`src/rtl/score_display_ctrl_pkg.sv`:
```
// Shared definitions for the score display controller.
//   - conv_state_t : binary->BCD conversion FSM states
//   - SEG_*        : active-low seven-segment codes, bit order {g,f,e,d,c,b,a}
//   - digit slots  : anode index of each displayed digit
//   - dd_step      : one double-dabble iteration on a {12-bit BCD, 8-bit bin} word
package score_disp_pkg;

   typedef enum logic [1:0] {IDLE, LOAD, SHIFT, DONE} conv_state_t;

   localparam logic [6:0] SEG_0     = 7'b1000000;
   localparam logic [6:0] SEG_1     = 7'b1111001;
   localparam logic [6:0] SEG_2     = 7'b0100100;
   localparam logic [6:0] SEG_3     = 7'b0110000;
   localparam logic [6:0] SEG_4     = 7'b0011001;
   localparam logic [6:0] SEG_5     = 7'b0010010;
   localparam logic [6:0] SEG_6     = 7'b0000010;
   localparam logic [6:0] SEG_7     = 7'b1111000;
   localparam logic [6:0] SEG_8     = 7'b0000000;
   localparam logic [6:0] SEG_9     = 7'b0010000;
   localparam logic [6:0] SEG_BLANK = 7'b1111111;

   localparam logic [2:0] SCORE_ONES = 3'd0;
   localparam logic [2:0] SCORE_TENS = 3'd1;
   localparam logic [2:0] SCORE_HUND = 3'd2;
   localparam logic [2:0] HI_ONES    = 3'd4;
   localparam logic [2:0] HI_TENS    = 3'd5;
   localparam logic [2:0] HI_HUND    = 3'd6;

   // Eight shifts consume the 8-bit binary operand.
   localparam logic [3:0] SHIFT_LIMIT = 4'd8;

   // Add 3 to every BCD nibble >= 5, then shift the whole word left by one.
   function automatic logic [19:0] dd_step(input logic [19:0] sr);
      logic [19:0] adj;
      adj = sr;
      for (int i = 0; i < 3; i++) begin
         if (adj[8+4*i +: 4] >= 4'd5)
            adj[8+4*i +: 4] = adj[8+4*i +: 4] + 4'd3;
      end
      return {adj[18:0], 1'b0};
   endfunction

endpackage

```
`src/rtl/score_display_ctrl_seg7_encode.sv`:
```
// seg7_encode: BCD digit to active-low seven-segment pattern.
//   bcd   in  4  digit value 0..9 (anything larger renders blank)
//   blank in  1  force the digit dark
//   seg   out 7  cathodes {g,f,e,d,c,b,a}, active-low
module seg7_encode
   import score_disp_pkg::*;
(
   input  logic [3:0] bcd,
   input  logic       blank,
   output logic [6:0] seg
);

   always_comb begin
      seg = SEG_BLANK;
      if (!blank) begin
         case (bcd)
            4'd0:    seg = SEG_0;
            4'd1:    seg = SEG_1;
            4'd2:    seg = SEG_2;
            4'd3:    seg = SEG_3;
            4'd4:    seg = SEG_4;
            4'd5:    seg = SEG_5;
            4'd6:    seg = SEG_6;
            4'd7:    seg = SEG_7;
            4'd8:    seg = SEG_8;
            4'd9:    seg = SEG_9;
            default: seg = SEG_BLANK;
         endcase
      end
   end

endmodule

```
`src/rtl/score_display_ctrl.sv`:
```
// score_display_ctrl: converts score/hiscore to BCD with a shared-timing
// double-dabble FSM, commits both results atomically, and scans an
// 8-digit active-low seven-segment display.
//   CLK            in  1  system clock
//   RST_BTN        in  1  synchronous active-high reset
//   score          in  8  current score, 0..255
//   hiscore        in  8  high score, 0..255
//   Anode_Activate out 8  digit enables, active-low, one-cold
//   LED_out        out 7  segment cathodes {g,f,e,d,c,b,a}, active-low
//   conv_busy      out 1  conversion in flight (LOAD/SHIFT/DONE)
// Parameter SCAN_DIV: clock cycles per digit slot (>= 1).
// Optional build macro LEADING_ZERO_BLANK_EN: blank leading zeros of the
// hundreds and tens digits; ones digit is always shown.
module score_display_ctrl
   import score_disp_pkg::*;
#(
   parameter int SCAN_DIV = 100000
) (
   input  logic       CLK,
   input  logic       RST_BTN,
   input  logic [7:0] score,
   input  logic [7:0] hiscore,
   output logic [7:0] Anode_Activate,
   output logic [6:0] LED_out,
   output logic       conv_busy
);

   localparam int             PW         = (SCAN_DIV > 1) ? $clog2(SCAN_DIV) : 1;
   localparam logic [PW-1:0]  PRESC_TC   = PW'(SCAN_DIV - 1);
   localparam logic [3:0]     SHIFT_LAST = SHIFT_LIMIT - 4'd1;

   conv_state_t state, state_nxt;
   logic        force_flag;
   logic [7:0]  last_score, last_hi, cap_score, cap_hi;
   logic [19:0] sr_score, sr_hi;
   logic [3:0]  shift_cnt;
   logic [11:0] disp_score, disp_hi;

   logic [PW-1:0] presc;
   logic [2:0]    digit_idx, idx_nxt;
   logic [3:0]    mux_bcd;
   logic          mux_blank;
   logic [6:0]    seg;
   logic          s_hund_blank, s_tens_blank, h_hund_blank, h_tens_blank;

   // ---------------- conversion FSM ----------------
   always_comb begin
      state_nxt = state;
      case (state)
         IDLE:    if (force_flag || score != last_score || hiscore != last_hi)
                     state_nxt = LOAD;
         LOAD:    state_nxt = SHIFT;
         SHIFT:   if (shift_cnt == SHIFT_LAST) state_nxt = DONE;
         DONE:    state_nxt = IDLE;
         default: state_nxt = IDLE;
      endcase
   end

   assign conv_busy = (state != IDLE);

   // Inputs are only looked at in IDLE (compare) and LOAD (capture), so a
   // change mid-conversion is picked up by the next IDLE compare.
   always_ff @(posedge CLK) begin
      if (RST_BTN) begin
         state      <= IDLE;
         force_flag <= 1'b1;
         last_score <= '0;
         last_hi    <= '0;
         cap_score  <= '0;
         cap_hi     <= '0;
         sr_score   <= '0;
         sr_hi      <= '0;
         shift_cnt  <= '0;
         disp_score <= '0;
         disp_hi    <= '0;
      end else begin
         state <= state_nxt;
         case (state)
            LOAD: begin
               sr_score   <= {12'd0, score};
               sr_hi      <= {12'd0, hiscore};
               cap_score  <= score;
               cap_hi     <= hiscore;
               shift_cnt  <= '0;
               force_flag <= 1'b0;
            end
            SHIFT: begin
               sr_score  <= dd_step(sr_score);
               sr_hi     <= dd_step(sr_hi);
               shift_cnt <= shift_cnt + 4'd1;
            end
            DONE: begin
               disp_score <= sr_score[19:8];
               disp_hi    <= sr_hi[19:8];
               last_score <= cap_score;
               last_hi    <= cap_hi;
            end
            default: ;
         endcase
      end
   end

   // ---------------- leading-zero blanking ----------------
`ifdef LEADING_ZERO_BLANK_EN
   assign s_hund_blank = (disp_score[11:8] == 4'd0);
   assign s_tens_blank = (disp_score[11:4] == 8'd0);
   assign h_hund_blank = (disp_hi[11:8] == 4'd0);
   assign h_tens_blank = (disp_hi[11:4] == 8'd0);
`else
   assign s_hund_blank = 1'b0;
   assign s_tens_blank = 1'b0;
   assign h_hund_blank = 1'b0;
   assign h_tens_blank = 1'b0;
`endif

   // ---------------- scan ----------------
   // The mux selects the digit that becomes active on the next slot, so the
   // registered anode and cathodes change together.
   assign idx_nxt = digit_idx + 3'd1;

   always_comb begin
      mux_bcd   = 4'd0;
      mux_blank = 1'b1;
      case (idx_nxt)
         SCORE_ONES: begin mux_bcd = disp_score[3:0];  mux_blank = 1'b0;         end
         SCORE_TENS: begin mux_bcd = disp_score[7:4];  mux_blank = s_tens_blank; end
         SCORE_HUND: begin mux_bcd = disp_score[11:8]; mux_blank = s_hund_blank; end
         HI_ONES:    begin mux_bcd = disp_hi[3:0];     mux_blank = 1'b0;         end
         HI_TENS:    begin mux_bcd = disp_hi[7:4];     mux_blank = h_tens_blank; end
         HI_HUND:    begin mux_bcd = disp_hi[11:8];    mux_blank = h_hund_blank; end
         default:    begin mux_bcd = 4'd0;             mux_blank = 1'b1;         end
      endcase
   end

   seg7_encode u_enc (
      .bcd   (mux_bcd),
      .blank (mux_blank),
      .seg   (seg)
   );

   always_ff @(posedge CLK) begin
      if (RST_BTN) begin
         presc          <= '0;
         digit_idx      <= '0;
         Anode_Activate <= 8'b1111_1110;
         LED_out        <= SEG_0;
      end else if (presc == PRESC_TC) begin
         presc          <= '0;
         digit_idx      <= idx_nxt;
         Anode_Activate <= ~(8'd1 << idx_nxt);
         LED_out        <= seg;
      end else begin
         presc <= presc + PW'(1);
      end
   end

endmodule

```
`config.mk`:
```
export PLATFORM = sky130hd
export DESIGN_NAME = score_display_ctrl
export DESIGN_NICKNAME = d
export VERILOG_FILES = /design/src/rtl/score_display_ctrl_pkg.sv /design/src/rtl/score_display_ctrl_seg7_encode.sv /design/src/rtl/score_display_ctrl.sv
export SDC_FILE = /design/constraint.sdc
export NUM_CORES = 1
export LEC_CHECK = 0
export CORE_MARGIN = 1
export CORE_UTILIZATION = 54
export DETAILED_ROUTE_END_ITERATION = 8
export PLACE_DENSITY = 0.76
export SETUP_SLACK_MARGIN = 0.1
export SKIP_LAST_GASP = 1
export SLEW_MARGIN = 20
export SYNTH_ARGS = -nofsm -noshare
export SYNTH_HDL_FRONTEND = slang
export SYNTH_SLANG_ARGS = --single-unit
```
`constraint.sdc`:
```
create_clock -name CLK -period 2.8 [get_ports CLK]
set_clock_uncertainty 0.1 [all_clocks]
set_input_delay 0.42 -clock CLK [delete_from_list [all_inputs] [get_ports CLK]]
set_output_delay 0.42 -clock CLK [all_outputs]
set_load 0.01 [all_outputs]
```
run_1/density.png
Scale: 2 px per um. 11 x 11 tiles, from white (low) to dark blue (high), 0 to 100% covered.
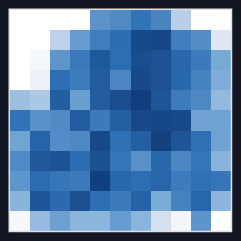
densest ninth of the die: centre
mean over tiles: 60%
emptiest ninth of the die: upper left
fullest tile: 94%
tiles over 75% full: 36%

run_1/pdn.png
Scale: 4 px per um. Pins as bars on the die edge.
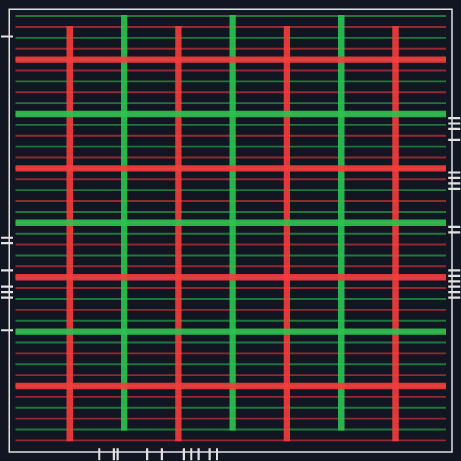
[green] VDD
[red] VSS
signal pins: 34
met1 rails: 40
rows: 39
met4 straps: 7

==> run summary, run 1 <==
fresh numbers from the pnr run: worst reg2reg path depth 10, area grow syn2layout 18.09%, final hold viol count 0, fin nets around 800, Setup violations, final 0, WL final between 10000 and 15000 um, worst skew pair latency ~0.42 ns, final setup margin about 0.14 ns, highest-count logic cell in the final layout nor2_1, top-count cell post-synth nor2_1, Hold Path Sink disp_hi[8]$_SDFFE_PP0N_, Routed wire per std cell between 15 and 20 um, setup tns final 0 ns, Yosys Warn Count 0, yosys stat chip area 0.006336 mm2, max_cap viols 0, Cell Area, Synth 0.006336 mm2, Post-synth seq share 0.4360, # rows 39, Starting Density 0.5549, antenna violations before repair 0, FF-to-FF setup slack between 0.1 and 0.15 ns, Finished Cell Area 0.007482 mm2, startpoint types flip-flop, pin count of the biggest net entering global routing 48, worst r2r src digit_idx[0]$_SDFFE_PP0P_, Gate Count Post-Synth approximately 700, Hold Path Stages 2, RSZ-0062 raised after global routing yes, placer congestion estimate 0.8466, worst slack, placed 0.1092 ns, FF-to-FF End LED_out[5]$_SDFFE_PP0P_, Placed Area just under 0.007 mm2, Ports 34, Avg Cell Area, Syn between 9 and 10 um2, Worst Path Required slightly below 3 ns, Dominant cell area share 0.4360, chip height between 100 and 150 um, number of enable flip-flop cells 0, clk sinks roughly 140, CTS tree yes, dpl hpwl 8745 um, hold slack about 0.33 ns, chip area between 0.01 and 0.015 mm2, WS Path Type reg -> reg, hold buffers post-CTS 0, starting DRC count in detailed routing ~350, run status completed, maximum clock frequency ~380 MHz, biggest area consumer among synthesized cells dfxtp_1, TritonCTS buffer count 17, I/O Buffers 33, CTS root buf clkbuf_16, vias per cell roughly 5.6, Final ANT Viol Nets 0, share of post-route cells with drive strength above 1 0.09704, Syn Nets ~750, GRT Util Overall 0.2297, top cells by area dfxtp_1, mux2i_1, nor2_1, ant diodes 0, HP Start RST_BTN, worst hold path class in -> reg, CP endpoint kind flip-flop, Worst-path clk slew about 0.05 ns, first-pass GRT wire length around 21000 um, GR Overflow Total 0, Layout fillers 924, number of cells in Yosys stat between 700 and 800, DIE WIDTH approximately 110 um, Final Slew Violations 0, vias in the first global route around 4700, clock tree buffer depth 2, vias after detailed routing between 4000 and 5000, worst-margin pin slew ~0.6 ns, iteration tally of the first detailed-router pass 5, DRC 0, Max IR drop VDD around 0.0007 V
run_1/met4.png
Scale: 3 px per um.
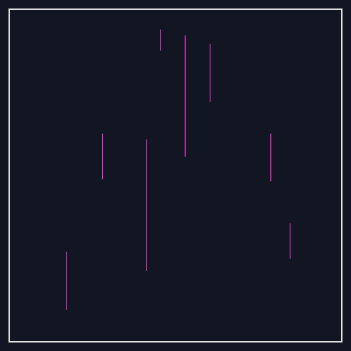
longest straight run: 43.5 um
nets with wire on the layer: 6
main direction: vertical
wire length on this layer: 171 um
share of all routed wire: 1.3%

run 1: worst max-delay path by stage:
stage / start / endpoint / slack [ns] / cells past startpoint
global placement: digit_idx[0]$_SDFFE_PP0P_ / LED_out[5]$_SDFFE_PP0P_ / 0.17 / 10
finish: digit_idx[0]$_SDFFE_PP0P_ / LED_out[5]$_SDFFE_PP0P_ / 0.14 / 10
CTS: digit_idx[1]$_SDFFE_PP0P_ / LED_out[0]$_SDFFE_PP0P_ / 0.16 / 10
global route: digit_idx[0]$_SDFFE_PP0P_ / LED_out[5]$_SDFFE_PP0P_ / -0.001 / 10
detailed placement: digit_idx[0]$_SDFFE_PP0P_ / LED_out[5]$_SDFFE_PP0P_ / 0.11 / 10
floorplan: digit_idx[0]$_SDFFE_PP0P_ / LED_out[5]$_SDFFE_PP0P_ / 0.09 / 10
run 1: through the flow:
| step | std cells | power, W | utilization |
|---|---|---|---|
| after floorplan | 703 | 0.003052 | - |
| after global placement | 853 | 0.003287 | 0.5981 |
| after detailed placement | 853 | 0.003336 | 0.5981 |
| after CTS | 885 | 0.005524 | 0.6498 |
| after global routing | 885 | 0.005745 | 0.6553 |
| final | 885 | 0.005484 | 0.6553 |
run 1: power breakdown:
part | leakage, nW | total [W] | switching, W | internal, W
clock network | 0.276 | 0.00218 | 0.000780 | 0.00140
registers | 1.12 | 0.00224 | 0.000100 | 0.00214
logic | 1.34 | 0.00107 | 0.000650 | 0.000418
total | 2.73 | 0.00548 | 0.00153 | 0.00395
run 1: kinds of logic after synthesis:
group / count (synthesis) / synth area share
xor+xnor: 46 / 0.06359
compound gates: 106 / 0.1161
buf+inv: 71 / 0.04344
simple gates: 238 / 0.1637
fa+ha+maj: 29 / 0.05727
flops: 138 / 0.4360
mux: 75 / 0.1199
run 1: layout make-up:
| type | instances | area (um2) | share of cell area |
|---|---|---|---|
| Clock buffer | 25 | 495.5 | 0.06622 |
| Clock inverter | 6 | 87.58 | 0.01171 |
| Inverter | 26 | 97.59 | 0.01304 |
| Multi-Input combinational cell | 494 | 3367 | 0.4500 |
| Sequential cell | 138 | 2765 | 0.3696 |
| Tap cell | 143 | 178.9 | 0.02391 |
| Timing Repair Buffer | 53 | 490.5 | 0.06555 |
run 1: registers in the layout, summed over array words and instances, names as in the netlist:
name / count
sr_score: 20
force_flag: 1
Anode_Activate: 8
cap_hi: 8
shift_cnt: 4
digit_idx: 3
state: 2
presc: 17
sr_hi: 20
disp_hi: 12
last_hi: 8
LED_out: 7
cap_score: 8
disp_score: 12
last_score: 8
run 1: routing by layer:
layer  vias to the layer above  GRT usage  wire length [um]
met4                         0    0.07801               170
met2                       106     0.3855              6665
met1                      2381     0.2747              5971
li1                       2468          -                 -
met3                        19    0.07643               524
met5                         -          0                 0
run 1: critical path, cell delays in order (launching register included):
cell       delay, ns
dfxtp_2         0.33
ha_4            0.17
xnor2_1         0.14
buf_4           0.17
mux2_2          0.36
a2bb2oi_2       0.18
nor2_1          0.11
ha_1            0.25
or4_1           0.50
o211ai_1        0.11
a221oi_1        0.09
run 1: repair_timing:
action | CTS | global route
setup endpoints to repair | 1 | 4
resized | 0 | 13
hold endpoints to repair | 0 | 0
buffers inserted | 1 | 0
run_1/final_congestion.png
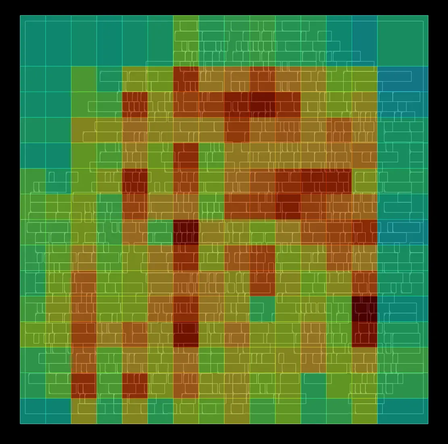

--- run 2 (diff from run 1) ---
--- a/config.mk
+++ b/config.mk
@@ -9,7 +9,7 @@
 export CORE_UTILIZATION = 54
 export DETAILED_ROUTE_END_ITERATION = 8
 export PLACE_DENSITY = 0.76
-export SETUP_SLACK_MARGIN = 0.1
+export SETUP_SLACK_MARGIN = 0.5
 export SKIP_LAST_GASP = 1
 export SLEW_MARGIN = 20
 export SYNTH_ARGS = -nofsm -noshare
run_2/final_congestion.png
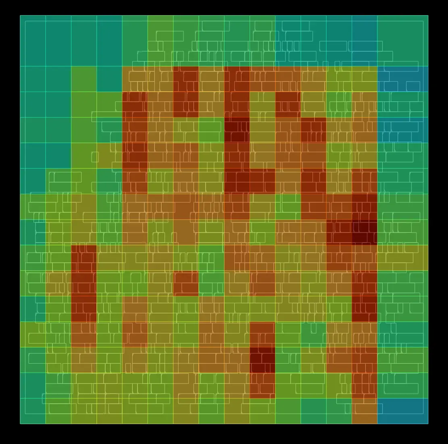
Final Util: 0.6698
met2 Use GR: 0.4215

run_2/density.png
Scale: 2 px per um. 11 x 11 tiles, from white (low) to dark blue (high), 0 to 100% covered.
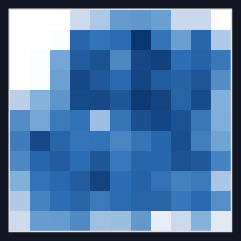
tiles over 75% full: 41%
fullest tile: 98%
mean over tiles: 61%
nearly empty tiles: 8.3%

==> run 2 against run 1 <==
Against the previous run: cell area increased by 2.2%; maximum frequency increased by 4.1%; total power increased by 0.58%; highest routed layer unchanged; clock power increased by 2%; hold slack improved by 0.028 ns; utilization increased by 1.5 points; critical path depth increased by 2; critical path type unchanged; die size unchanged; synthesized cell count unchanged; global-route usage increased by 1.3 points; sequential share of layout area decreased by 0.74 points; non-clock buffer count increased by 6; critical endpoint is now LED_out[3]$_SDFFE_PP0P_.
==> run summary, run 2 <==
fresh numbers from the pnr run: run status completed, clk sinks between 100 and 150, hold buffers post-CTS 0, FF-to-FF setup slack 0.24 ns, WS Path Type reg -> reg, vias after detailed routing ~5000, Layout fillers 883, GR Overflow Total 0, vias per cell ~5.5, leakage roughly 2.8 nW, dpl hpwl about 8900 um, iteration tally of the first detailed-router pass 5, Yosys Warn Count 0, DIE WIDTH 110.3 um, DRC 0, worst r2r src digit_idx[0]$_SDFFE_PP0P_, top cells by area dfxtp_1, mux2i_1, nor2_1, clock tree buffer depth 2, TritonCTS buffer count 17, number of enable flip-flop cells 0, Max IR drop VDD about 0.00076 V, vias in the first global route just under 5000, I/O Buffers 33, Final Slew Violations 0, chip height around 110 um, chip area 0.01217 mm2, Hold Path Stages 1, Largest stage delay, worst path approximately 0.37 ns, fin nets 783, worst-margin pin slew between 0.6 and 0.7 ns, Hold Path Sink presc[0]$_SDFF_PP0_, critical-path cell list ha_4, xnor2_4, buf_12, buf_6, nand2_2, nand2_2, a21oi_2, or2_4, buf_4, ha_4, or2_0, a41o_1, Ports 34, HP Start presc[0]$_SDFF_PP0_, ant diodes 0, final hold viol count 0, Largest regs sr_hi (20), sr_score (20), presc (17), Post-synth seq share 0.4360, yosys stat chip area 0.006336 mm2, Setup violations, final 0, placer congestion estimate 0.8154, worst hold path class reg -> reg, Worst Path Required between 3 and 4 ns, total area of sequential cells 0.002770 mm2, maximum clock frequency 390.7 MHz, first-pass GRT wire length about 23000 um, FF-to-FF End LED_out[3]$_SDFFE_PP0P_, worst reg2reg path depth 12, Worst-path clk slew 0.05 ns, # rows 39, startpoint types flip-flop, antenna violations before repair 0, Dominant cell area share 0.4360, Routed wire per std cell about 15 um, Cell Area, Synth ~0.0063 mm2, Starting Density 0.5549, logic area between 0.003 and 0.004 mm2, CTS tree yes, Syn Nets 750, setup tns final 0 ns, number of cells in Yosys stat 703, post-route minimum period around 2.6 ns, max_cap viols 0, hold slack around 0.36 ns, Worst Setup SP digit_idx[0]$_SDFFE_PP0P_, starting DRC count in detailed routing ~390, top-count cell post-synth nor2_1, Power Dens Cells ~720 mW/mm2, GRT Util Overall 0.2429, worst skew pair latency between 0.4 and 0.5 ns, highest-count logic cell in the final layout nor2_1, Gate Count Post-Synth between 700 and 800, WL final between 10000 and 15000 um, crit path max-delay cell type dfxtp_4, Avg Cell Area, Syn between 9 and 10 um2, RSZ-0062 raised after global routing yes, Final ANT Viol Nets 0, area grow syn2layout 20.71%, biggest area consumer among synthesized cells dfxtp_1
run_2/met4.png
Scale: 3 px per um.
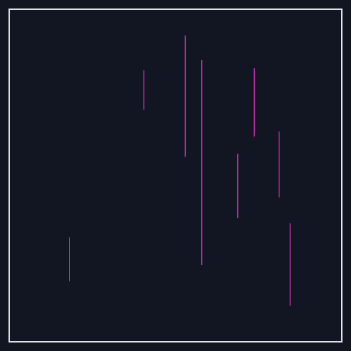
nets with wire on the layer: 5
main direction: vertical

-- run 2: cell counts after synthesis --
No cell type changed its count.
-- run 2: worst max path at each step --
stage / endpoint / cells past startpoint / slack, ns
floorplan: LED_out[0]$_SDFFE_PP0P_ / 8 / 0.35
finish: LED_out[3]$_SDFFE_PP0P_ / 12 / 0.24
detailed placement: LED_out[3]$_SDFFE_PP0P_ / 10 / 0.08
global placement: LED_out[0]$_SDFFE_PP0P_ / 7 / 0.21
CTS: LED_out[3]$_SDFFE_PP0P_ / 7 / 0.30
global route: LED_out[3]$_SDFFE_PP0P_ / 12 / 0.16
-- run 2: where the power goes --
part | total [W] | internal, W | switching (W)
Combinational | 0.00105 | 0.000414 | 0.000639
Clock | 0.00223 | 0.00142 | 0.000808
Sequential | 0.00224 | 0.00214 | 0.000100
Total | 0.00552 | 0.00397 | 0.00155
-- run 2: repair_timing --
action,4_1_cts,5_1_grt
resized,10,7
pin swaps,9,4
setup buffers,13,1
endpoints found under the setup margin,7,21
-- run 2: kinds of logic (layout without fill, tap and decap cells) --
| logic type | count (synthesis) | count (layout) | share of synthesized area |
|---|---|---|---|
| mux | 75 | 75 | 0.1199 |
| simple gates | 238 | 238 | 0.1637 |
| compound gates | 106 | 106 | 0.1161 |
| fa+ha+maj | 29 | 29 | 0.05727 |
| buf+inv | 71 | 116 | 0.04344 |
| flops | 138 | 138 | 0.4360 |
| xor+xnor | 46 | 46 | 0.06359 |
-- run 2: final cells by class --
class	instances	share of cell area
flip-flops and latches	138	0.3622
repair buffers	59	0.07410
clock inverters	7	0.01161
multi-input cells	494	0.4504
inverters	26	0.01276
clock buffers	24	0.06560
well taps	143	0.02339
-- run 2: metal layers --
metal  track usage  wire length, um  part of all wire  vias to the layer above
li1              -                -                 -                     2482
met1        0.2820             6201              0.45                     2342
met2        0.4215             6887              0.50                       93
met3       0.07290              463             0.034                       20
met4       0.08741              227             0.016                        0
met5             0                0                 0                        -
-- run 2: critical path: cells and delay by family (launching register included) --
kind                     cells  cell delay, ns
XOR/XNOR                     1            0.26
buffers and inverters        3            0.38
adder cells (fa/ha/maj)      2            0.40
AND-OR/OR-AND                2            0.31
flip-flops                   1            0.37
AND/OR/NAND/NOR              4            0.64
-- run 2: stage by stage --
stage | util | area [um2] | cells | power, W | setup slack [ns]
after CTS | 0.6662 | 7607 | 890 | 0.005539 | 0.3022
after detailed placement | 0.5998 | 6849 | 846 | 0.003330 | 0.08396
after global placement | 0.5998 | 6849 | 846 | 0.003284 | 0.2070
final | 0.6698 | 7649 | 891 | 0.005516 | 0.2408
after floorplan | - | 6432 | 703 | 0.003051 | 0.3544
after global routing | 0.6698 | 7649 | 891 | 0.005756 | 0.1635
run_2/clock_map.png
Scale: 4 px per um.
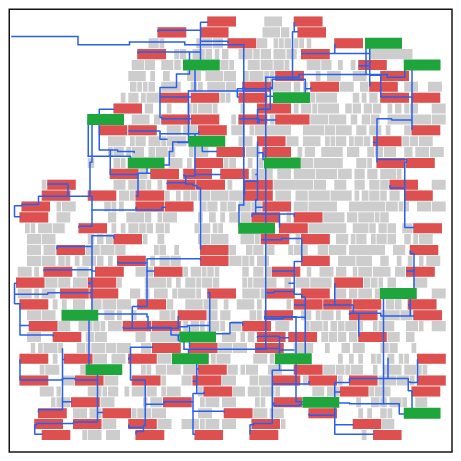

--- run 3 (diff from run 2) ---
--- a/config.mk
+++ b/config.mk
@@ -7,6 +7,7 @@
 export LEC_CHECK = 0
 export CORE_MARGIN = 1
 export CORE_UTILIZATION = 54
+export CTS_BUF_LIST = sky130_fd_sc_hd__clkbuf_4 sky130_fd_sc_hd__clkbuf_8 sky130_fd_sc_hd__clkbuf_16
 export DETAILED_ROUTE_END_ITERATION = 8
 export PLACE_DENSITY = 0.76
 export SETUP_SLACK_MARGIN = 0.5
@@ -15,3 +16,4 @@
 export SYNTH_ARGS = -nofsm -noshare
 export SYNTH_HDL_FRONTEND = slang
 export SYNTH_SLANG_ARGS = --single-unit
+export TNS_END_PERCENT = 30
run_3/clock_map.png
Scale: 4 px per um.
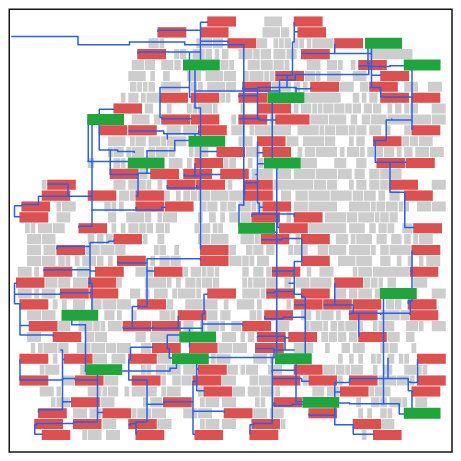
[green] cells driving clock nets | count: 17
[blue] clock wires | length: 1670 um
[red] flip-flops | count: 138
routed clock nets: 18

run_3/final_congestion.png
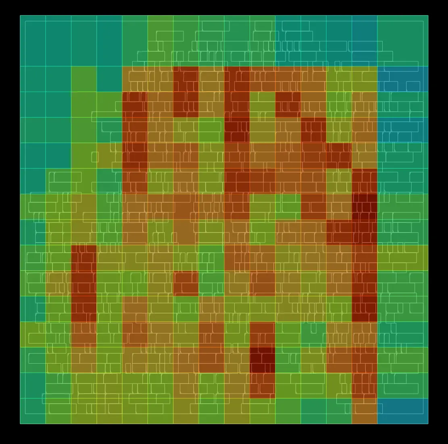
Routed wire per std cell: 15.49 um
grt met3 use: 0.07290
GR Util met1: 0.2820

==> run 3 against run 2 <==
Against the previous run: synthesized cell count unchanged; die size unchanged; hold slack barely moved; critical path depth shrank 5; clock power barely moved; clock-buffer cell count unchanged; routed wire length grew 0.72%; critical endpoint unchanged; largest power group unchanged; highest routed layer unchanged.
==> run summary, run 3 <==
fresh numbers from the pnr run: ant diodes 0, Cell Type Count between 40 and 50, worst skew pair latency 0.42 ns, Avg Cell Area, Syn about 9 um2, chip area between 0.01 and 0.015 mm2, fin nets about 800, setup tns final 0 ns, Layout fillers around 870, yosys stat chip area about 0.0063 mm2, worst hold path class reg -> reg, max_cap viols 0, dpl cells 846, pin count of the biggest net entering global routing around 64, clk sinks between 100 and 150, Worst Path Required ~3.0 ns, area grow syn2layout 21.31%, highest-count logic cell in the final layout nor2_1, leakage 2.836 nW, Worst Path Arrival roughly 2.8 ns, Setup violations, final 0, Synth Register Bits between 100 and 150, GRT Util Overall 0.2401, WL final between 10000 and 15000 um, Final ANT Viol Nets 0, Final period util 0.9234, most frequent cells in the layout nor2_1, dfxtp_1, mux2i_1, top-count cell post-synth nor2_1, vias per cell between 5 and 6, CTS H-tree lvls 4, first-pass GRT wire length roughly 22000 um, TritonCTS buffer count 17, Slew headroom 0.5820, CTS tree yes, Placeable Area ~0.011 mm2, top cells by count, synth nor2_1, dfxtp_1, mux2i_1, clkbuf_1, nand2_1, Dominant cell area share 0.4360, hold buffers post-CTS 0, Starting Density 0.5549, OpenROAD warnings 47, biggest area consumer among synthesized cells dfxtp_1, WS Path Type reg -> reg, Cell Area, Synth 0.006336 mm2, Syn Nets 750, Post-synth seq share 0.4360, run status completed, CP Max Fanout 6, # rows 39, placer congestion estimate between 0.8 and 0.9, antenna violations before repair 0, vias in the first global route about 4800, RSZ-0062 raised after global routing yes, Final Util 0.6731, worst slack, placed roughly 0.084 ns, Power Dens Cells just over 700 mW/mm2, Worst-path clk slew about 0.050 ns, top cells by area dfxtp_1, mux2i_1, nor2_1, GR Overflow Total 0, Largest regs sr_hi (20), sr_score (20), presc (17), Ports 34, number of cells in Yosys stat between 700 and 800, CP endpoint kind flip-flop, Max IR drop VDD ~0.00076 V, dpl hpwl between 8000 and 9000 um, final hold viol count 0, iteration tally of the first detailed-router pass 7, Async SR Flop Fraction 0, CTS root buf clkbuf_16, vias after detailed routing 5009, worst-margin pin slew ~0.63 ns, Gate Count Post-Synth 703, startpoint types flip-flop, DIE WIDTH 110.3 um, Commonest flop dfxtp_1, DRC 0, Layout Cells excl Fill between 800 and 900, I/O Buffers 33, clock tree buffer depth 2, post-route minimum period between 2 and 3 ns, chip height between 100 and 150 um, maximum clock frequency approximately 390 MHz, number of enable flip-flop cells 0, Yosys Warn Count 0, Final Slew Violations 0, starting DRC count in detailed routing roughly 430, share of post-route cells with drive strength above 1 0.1275, final setup margin 0.2145 ns
run_3/pdn.png
Scale: 4 px per um. Pins as bars on the die edge.
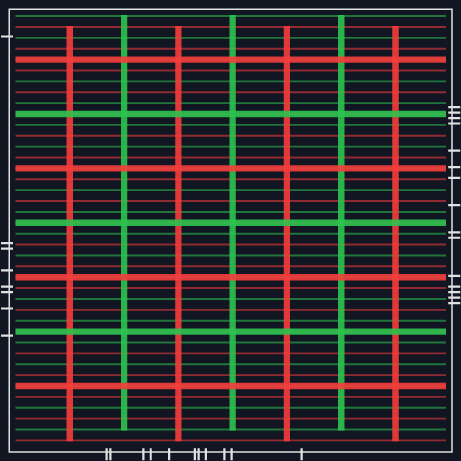
[red] VSS
[green] VDD
rows: 39
met1 rails: 40

-- run 3: final timing paths --
| check | depth (start not counted) | endpoint | slack, ns | startpoint |
|---|---|---|---|---|
| worst max-delay path | 7 | LED_out[3]$_SDFFE_PP0P_ | 0.21 | digit_idx[0]$_SDFFE_PP0P_ |
| worst min-delay path | 1 | presc[0]$_SDFF_PP0_ | 0.36 | presc[0]$_SDFF_PP0_ |
| worst max register to register | 7 | LED_out[3]$_SDFFE_PP0P_ | 0.21 | digit_idx[0]$_SDFFE_PP0P_ |
| worst min register to register | 1 | presc[0]$_SDFF_PP0_ | 0.36 | presc[0]$_SDFF_PP0_ |
-- run 3: logic make-up after synthesis --
kind of cell	after synthesis	share of synthesized area
AND/OR/NAND/NOR	238	0.1637
multiplexers	75	0.1199
flip-flops	138	0.4360
adder cells (fa/ha/maj)	29	0.05727
buffers and inverters	71	0.04344
AND-OR/OR-AND	106	0.1161
XOR/XNOR	46	0.06359
-- run 3: metal layers --
layer	GRT usage	wire (um)	vias to the layer above
li1	-	-	2490
met1	0.2820	6306	2408
met2	0.4135	6945	95
met3	0.07290	441	16
met4	0.08365	184	0
met5	0	0	-
-- run 3: report_power, final --
part           switching [W]  internal [W]
logic               0.000639      0.000416
registers           0.000102       0.00214
clock network       0.000796       0.00144
total                0.00154       0.00399
-- run 3: worst max-delay path: stages (launching register included) --
cell and delay [ns]:
dfxtp_4 0.36, ha_4 0.18, xnor2_4 0.30, mux2_4 0.34, a221o_1 0.36, or3_4 0.35
or2_0 0.24, a41o_1 0.25
-- run 3: through the flow --
step | cell area [um2] | power, W | hold WS [ns]
CTS | 7566 | 0.005559 | 0.3670
global placement | 6849 | 0.003284 | 0.3384
global route | 7686 | 0.005778 | 0.3940
floorplan | 6432 | 0.003051 | 0.3260
detailed placement | 6849 | 0.003330 | 0.3488
finish | 7686 | 0.005527 | 0.3633
-- run 3: final cells by class --
type	count	area [um2]	share of cell area
multi-input cells	494	3448	0.4486
flip-flops and latches	138	2770	0.3604
repair buffers	64	593.1	0.07716
clock buffers	24	509.2	0.06625
well taps	143	178.9	0.02328
inverters	26	97.59	0.01270
clock inverters	7	88.84	0.01156
-- run 3: what timing repair did --
item                                    CTS  global route
pin swaps                                 9            11
endpoints found under the setup margin    7            21
resized                                   8            11
setup buffers                            10             9
Power figures rest on the tool's default switching activity, not on a simulated workload.
